$ cat config.mk
export PLATFORM = sky130hd
export DESIGN_NAME = morse_decoder
export DESIGN_NICKNAME = d
export VERILOG_FILES = /design/src/rtl/morse_pkg.sv /design/src/rtl/morse_pattern_match.sv /design/src/rtl/morse_decoder.sv
export SDC_FILE = /design/constraint.sdc
export NUM_CORES = 1
export LEC_CHECK = 0
export CORE_MARGIN = 5
export CORE_UTILIZATION = 57
export DETAILED_ROUTE_END_ITERATION = 10
export PLACE_DENSITY = 0.84
export SLEW_MARGIN = 10
export SYNTH_ARGS = -nofsm -noshare
export SYNTH_HDL_FRONTEND = slang
export SYNTH_SLANG_ARGS = --single-unit
$ cat constraint.sdc
create_clock -name clk -period 1.95 [get_ports clk]
set_input_delay 0.585 -clock clk [delete_from_list [all_inputs] [get_ports clk]]
set_output_delay 0.585 -clock clk [all_outputs]
set_load 0.01 [all_outputs]
$ cat src/rtl/morse_pkg.sv
// rtl/morse_pkg.sv - shared Morse symbol, letter, reference-pattern and FSM definitions
// Purpose: constants shared by the decoder, its pattern matcher and the encoder LUT.
// Ports: none (package).
package morse_pkg;

    localparam logic DOT  = 1'b0;
    localparam logic DASH = 1'b1;

    localparam logic [2:0] LTR_A = 3'd0;
    localparam logic [2:0] LTR_B = 3'd1;
    localparam logic [2:0] LTR_C = 3'd2;
    localparam logic [2:0] LTR_D = 3'd3;
    localparam logic [2:0] LTR_E = 3'd4;
    localparam logic [2:0] LTR_F = 3'd5;
    localparam logic [2:0] LTR_G = 3'd6;
    localparam logic [2:0] LTR_H = 3'd7;

    localparam int PAT_W = 4;

    // Symbol i lives in bit i (first symbol in bit 0); 1 = dash, 0 = dot.
    localparam logic [PAT_W-1:0] REF_PAT [8] = '{
        4'b0010,    // A  .-
        4'b0001,    // B  -...
        4'b0101,    // C  -.-.
        4'b0001,    // D  -..
        4'b0000,    // E  .
        4'b0100,    // F  ..-.
        4'b0011,    // G  --.
        4'b0000     // H  ....
    };

    localparam logic [2:0] REF_LEN [8] = '{
        3'd2, 3'd4, 3'd4, 3'd3, 3'd1, 3'd4, 3'd3, 3'd4
    };

    typedef enum logic [1:0] {
        IDLE  = 2'd0,
        MARK  = 2'd1,
        SPACE = 2'd2,
        FLUSH = 2'd3
    } state_t;

endpackage

$ cat src/rtl/morse_pattern_match.sv
// rtl/morse_pattern_match.sv - combinational lookup of a dot/dash pattern to a letter index
// Purpose: compares the accumulated symbols against the reference table.
// Ports: pattern (symbols, bit0 first), nsym (symbol count) -> code (letter index), hit (match found).
module morse_pattern_match
    import morse_pkg::*;
#(
    parameter int MAX_SYMBOLS = 4,
    parameter int NSYM_W      = $clog2(MAX_SYMBOLS + 1)
) (
    input  logic [MAX_SYMBOLS-1:0] pattern,
    input  logic [NSYM_W-1:0]      nsym,
    output logic [2:0]             code,
    output logic                   hit
);

    logic [MAX_SYMBOLS-1:0] masked;

    always_comb begin
        // Bits above nsym are not part of the letter.
        masked = '0;
        for (int j = 0; j < MAX_SYMBOLS; j++) begin
            masked[j] = pattern[j] & (j < int'(nsym));
        end
        code = '0;
        hit  = 1'b0;
        for (int i = 0; i < 8; i++) begin
            if (nsym == NSYM_W'(REF_LEN[i]) && masked == MAX_SYMBOLS'(REF_PAT[i])) begin
                code = 3'(i);
                hit  = 1'b1;
            end
        end
    end

endmodule

$ cat src/rtl/morse_decoder.sv
// rtl/morse_decoder.sv - Morse line receiver decoding letters A..H
// Purpose: measures mark/space runs per tick, builds a dot/dash pattern, decodes at the letter gap.
// Ports: clk, reset (async, active-high), tick (sample strobe), serial_in (1=mark)
//        -> letter_valid / letter_error (1-clk pulses), letter_code (held index), busy (FSM not idle).
module morse_decoder
    import morse_pkg::*;
#(
    parameter int DASH_TICKS  = 3,
    parameter int LETTER_GAP  = 3,
    parameter int MAX_SYMBOLS = 4,
    parameter int CNT_W       = 3
) (
    input  logic       clk,
    input  logic       reset,
    input  logic       tick,
    input  logic       serial_in,
    output logic       letter_valid,
    output logic [2:0] letter_code,
    output logic       letter_error,
    output logic       busy
);

    localparam int NSYM_W = $clog2(MAX_SYMBOLS + 1);
    localparam int IDX_W  = (MAX_SYMBOLS > 1) ? $clog2(MAX_SYMBOLS) : 1;

    localparam logic [CNT_W-1:0]  CNT_ONE   = CNT_W'(1);
    localparam logic [CNT_W-1:0]  CNT_MAX   = '1;
    localparam logic [CNT_W-1:0]  DASH_CNT  = CNT_W'(DASH_TICKS);
    localparam logic [CNT_W-1:0]  GAP_CNT   = CNT_W'(LETTER_GAP);
    localparam logic [NSYM_W-1:0] SYM_LIMIT = NSYM_W'(MAX_SYMBOLS);

    state_t                 state, state_n;
    logic [CNT_W-1:0]       mark_cnt, mark_cnt_n;
    logic [CNT_W-1:0]       space_cnt, space_cnt_n;
    logic [CNT_W-1:0]       mark_inc, space_inc;
    logic [MAX_SYMBOLS-1:0] pattern, pattern_n;
    logic [NSYM_W-1:0]      nsym, nsym_n;
    // Letter end is sampled on one edge and reported on the next.
    logic                   eval_q, eval_n;
    logic                   flush_q, flush_n;
    logic [2:0]             match_code;
    logic                   match_hit;

    morse_pattern_match #(
        .MAX_SYMBOLS (MAX_SYMBOLS),
        .NSYM_W      (NSYM_W)
    ) u_match (
        .pattern (pattern),
        .nsym    (nsym),
        .code    (match_code),
        .hit     (match_hit)
    );

    assign mark_inc  = (mark_cnt  == CNT_MAX) ? mark_cnt  : mark_cnt  + 1'b1;
    assign space_inc = (space_cnt == CNT_MAX) ? space_cnt : space_cnt + 1'b1;
    assign busy      = (state != IDLE);

    always_comb begin
        state_n     = state;
        mark_cnt_n  = mark_cnt;
        space_cnt_n = space_cnt;
        pattern_n   = pattern;
        nsym_n      = nsym;
        eval_n      = 1'b0;
        flush_n     = 1'b0;
        if (tick) begin
            unique case (state)
                IDLE: begin
                    if (serial_in) begin
                        state_n     = MARK;
                        mark_cnt_n  = CNT_ONE;
                        space_cnt_n = '0;
                        pattern_n   = '0;
                        nsym_n      = '0;
                    end
                end
                MARK: begin
                    if (serial_in) begin
                        mark_cnt_n = mark_inc;
                    end else if ((mark_cnt == CNT_ONE || mark_cnt == DASH_CNT) && nsym < SYM_LIMIT) begin
                        pattern_n[nsym[IDX_W-1:0]] = (mark_cnt == CNT_ONE) ? DOT : DASH;
                        nsym_n      = nsym + 1'b1;
                        state_n     = SPACE;
                        space_cnt_n = CNT_ONE;
                    end else begin
                        // Bad mark length or symbol overflow; this sample is already a space.
                        state_n     = FLUSH;
                        space_cnt_n = CNT_ONE;
                    end
                end
                SPACE: begin
                    if (!serial_in) begin
                        space_cnt_n = space_inc;
                        if (space_inc == GAP_CNT) begin
                            state_n = IDLE;
                            eval_n  = 1'b1;
                        end
                    end else if (space_cnt == CNT_ONE) begin
                        state_n    = MARK;
                        mark_cnt_n = CNT_ONE;
                    end else begin
                        state_n     = FLUSH;
                        space_cnt_n = '0;
                    end
                end
                FLUSH: begin
                    if (serial_in) begin
                        space_cnt_n = '0;
                    end else begin
                        space_cnt_n = space_inc;
                        if (space_inc == GAP_CNT) begin
                            state_n = IDLE;
                            flush_n = 1'b1;
                        end
                    end
                end
            endcase
        end
    end

    always_ff @(posedge clk or posedge reset) begin
        if (reset) begin
            state        <= IDLE;
            mark_cnt     <= '0;
            space_cnt    <= '0;
            pattern      <= '0;
            nsym         <= '0;
            eval_q       <= 1'b0;
            flush_q      <= 1'b0;
            letter_valid <= 1'b0;
            letter_error <= 1'b0;
            letter_code  <= '0;
        end else begin
            state        <= state_n;
            mark_cnt     <= mark_cnt_n;
            space_cnt    <= space_cnt_n;
            pattern      <= pattern_n;
            nsym         <= nsym_n;
            eval_q       <= eval_n;
            flush_q      <= flush_n;
            letter_valid <= eval_q & match_hit;
            letter_error <= flush_q | (eval_q & ~match_hit);
            if (eval_q && match_hit) begin
                letter_code <= match_code;
            end
        end
    end

endmodule

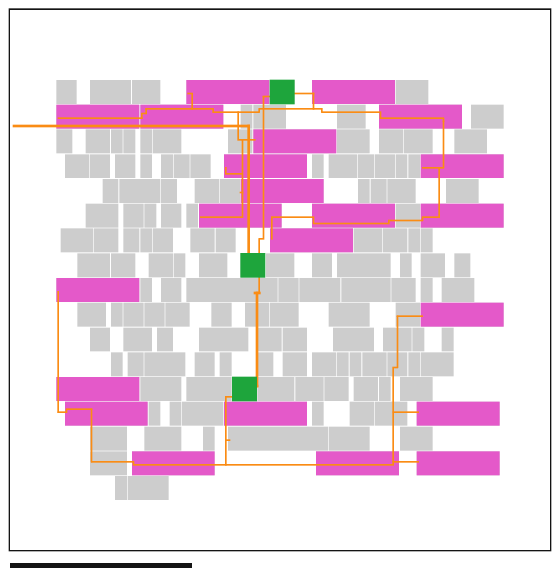
Fig. 1. Clock network drawn from the DEF.
Bar = 20 microns.
[clock wires] orange | length: 277 microns
[flip-flops] magenta | count: 22
[clock drivers] green | count: 3
flops lie: widely spread

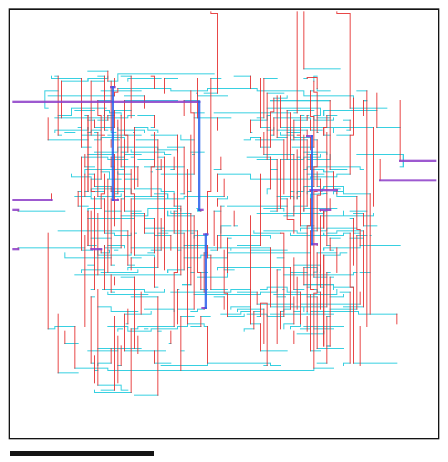
Fig. 2. Metal layers overlaid.
Bar = 20 microns.
| layer | colour | wire length |
|---|---|---|
| metal 4 | blue | 55.8 microns |
| metal 1 | cyan | 1300 microns |
| metal 2 | red | 1390 microns |
| metal 3 | purple | 54.4 microns |

==> flow_summary.rst <==
Flow metrics
------------

.. list-table::
   :header-rows: 1

   * - Metric
     - Value
   * - Fraction of area in multi-input gates
     - 0.473
   * - Post-layout utilization of the core
     - 0.719
   * - Hold path endpoint
     - letter_error
   * - Final setup fails
     - 0
   * - Layout cell share with drive strength beyond 1
     - 0.169
   * - Result of the run
     - complete, no violations
   * - Number of enable-type register cells in the synthesized netlist
     - 0
   * - XOR/XNOR Area Share
     - 0
   * - First-iteration detailed-routing DRC count
     - 33
   * - Largest buffer count on any clock path
     - 2
   * - TritonCTS Buffers
     - 3
   * - Leakage
     - 0.000788 uW
   * - Clock Sinks
     - 22
   * - Leading post-synthesis cells by instance count
     - sky130_fd_sc_hd__dfrtp_1 (22), sky130_fd_sc_hd__inv_1 (14), sky130_fd_sc_hd__nand2_1 (13)
   * - CTS HTree Levels
     - 1
   * - Highest cell delay on the worst timing path
     - 0.42 ns
   * - Largest area class, layout
     - logic gates
   * - Internal Pwr Total
     - 1330 uW
   * - Worst hold slack across all endpoints
     - 0.501 ns
   * - PnR worst setup slack
     - 0.0643 ns
   * - Post-Route WL
     - 2.80 mm
   * - Sequential cell area in the final layout
     - 551 sq um
   * - Cell types with the largest area share after synthesis
     - sky130_fd_sc_hd__dfrtp_1 (40%), sky130_fd_sc_hd__ha_1 (9.0%), sky130_fd_sc_hd__inv_1 (3.8%)
   * - Setup Total Neg Slack
     - 0 ns
   * - Combinational Area
     - 774 sq um
   * - Final Max Tran Viols
     - 0
   * - Number of instances in the synthesized netlist
     - 138
   * - Ao+oa area frac
     - 0.218
   * - Quantity of hold-fixing buffers added after cts
     - 0
   * - Clock-pin slew of the registers on the worst-case setup and hold paths
     - 0.13 ns
   * - Worst-case reg-to-reg path depth
     - 7
   * - Clock tree cell share of total cell area
     - 0.0321
   * - DIE WIDTH
     - 59.3 microns
   * - Finished Layout Cells
     - 188
   * - Area Overhead vs Synth
     - 18.1%
   * - Clock Skews
     - 0.00908 ns
   * - Overall power
     - 2210 uW
   * - Setup repair after global routing missed its margin
     - no
   * - Fraction of power consumed by sequential logic
     - 0.353
   * - Cell type of the slowest stage on the worst timing path
     - sky130_fd_sc_hd__dfrtp_1
   * - Sum of net half-perimeters after detailed placement
     - 2.16 mm
   * - Standard-cell row count
     - 17
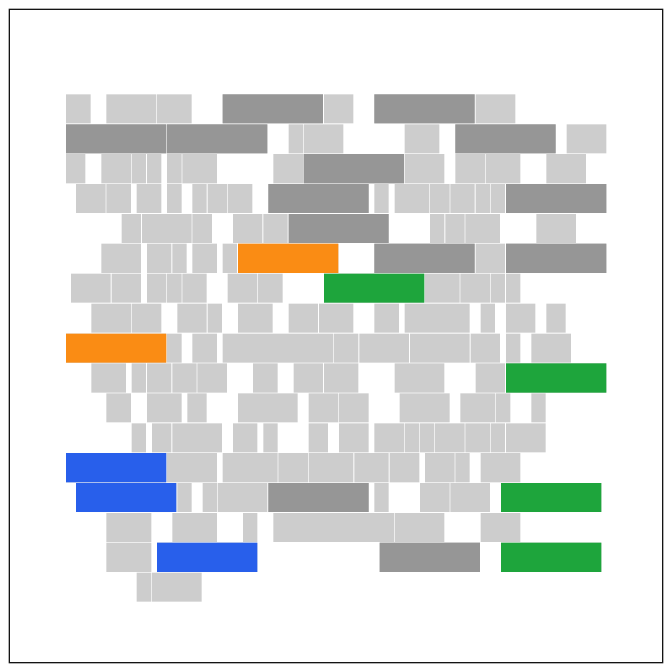
Fig. 3. Sequential cells coloured by netlist name.
| netlist name | colour | flops |
|---|---|---|
| `state` | orange | 2 |
| `mark_cnt` | blue | 3 |
| `pattern` | green | 4 |
not coloured: 13

Power and IR drop assume default switching activity.
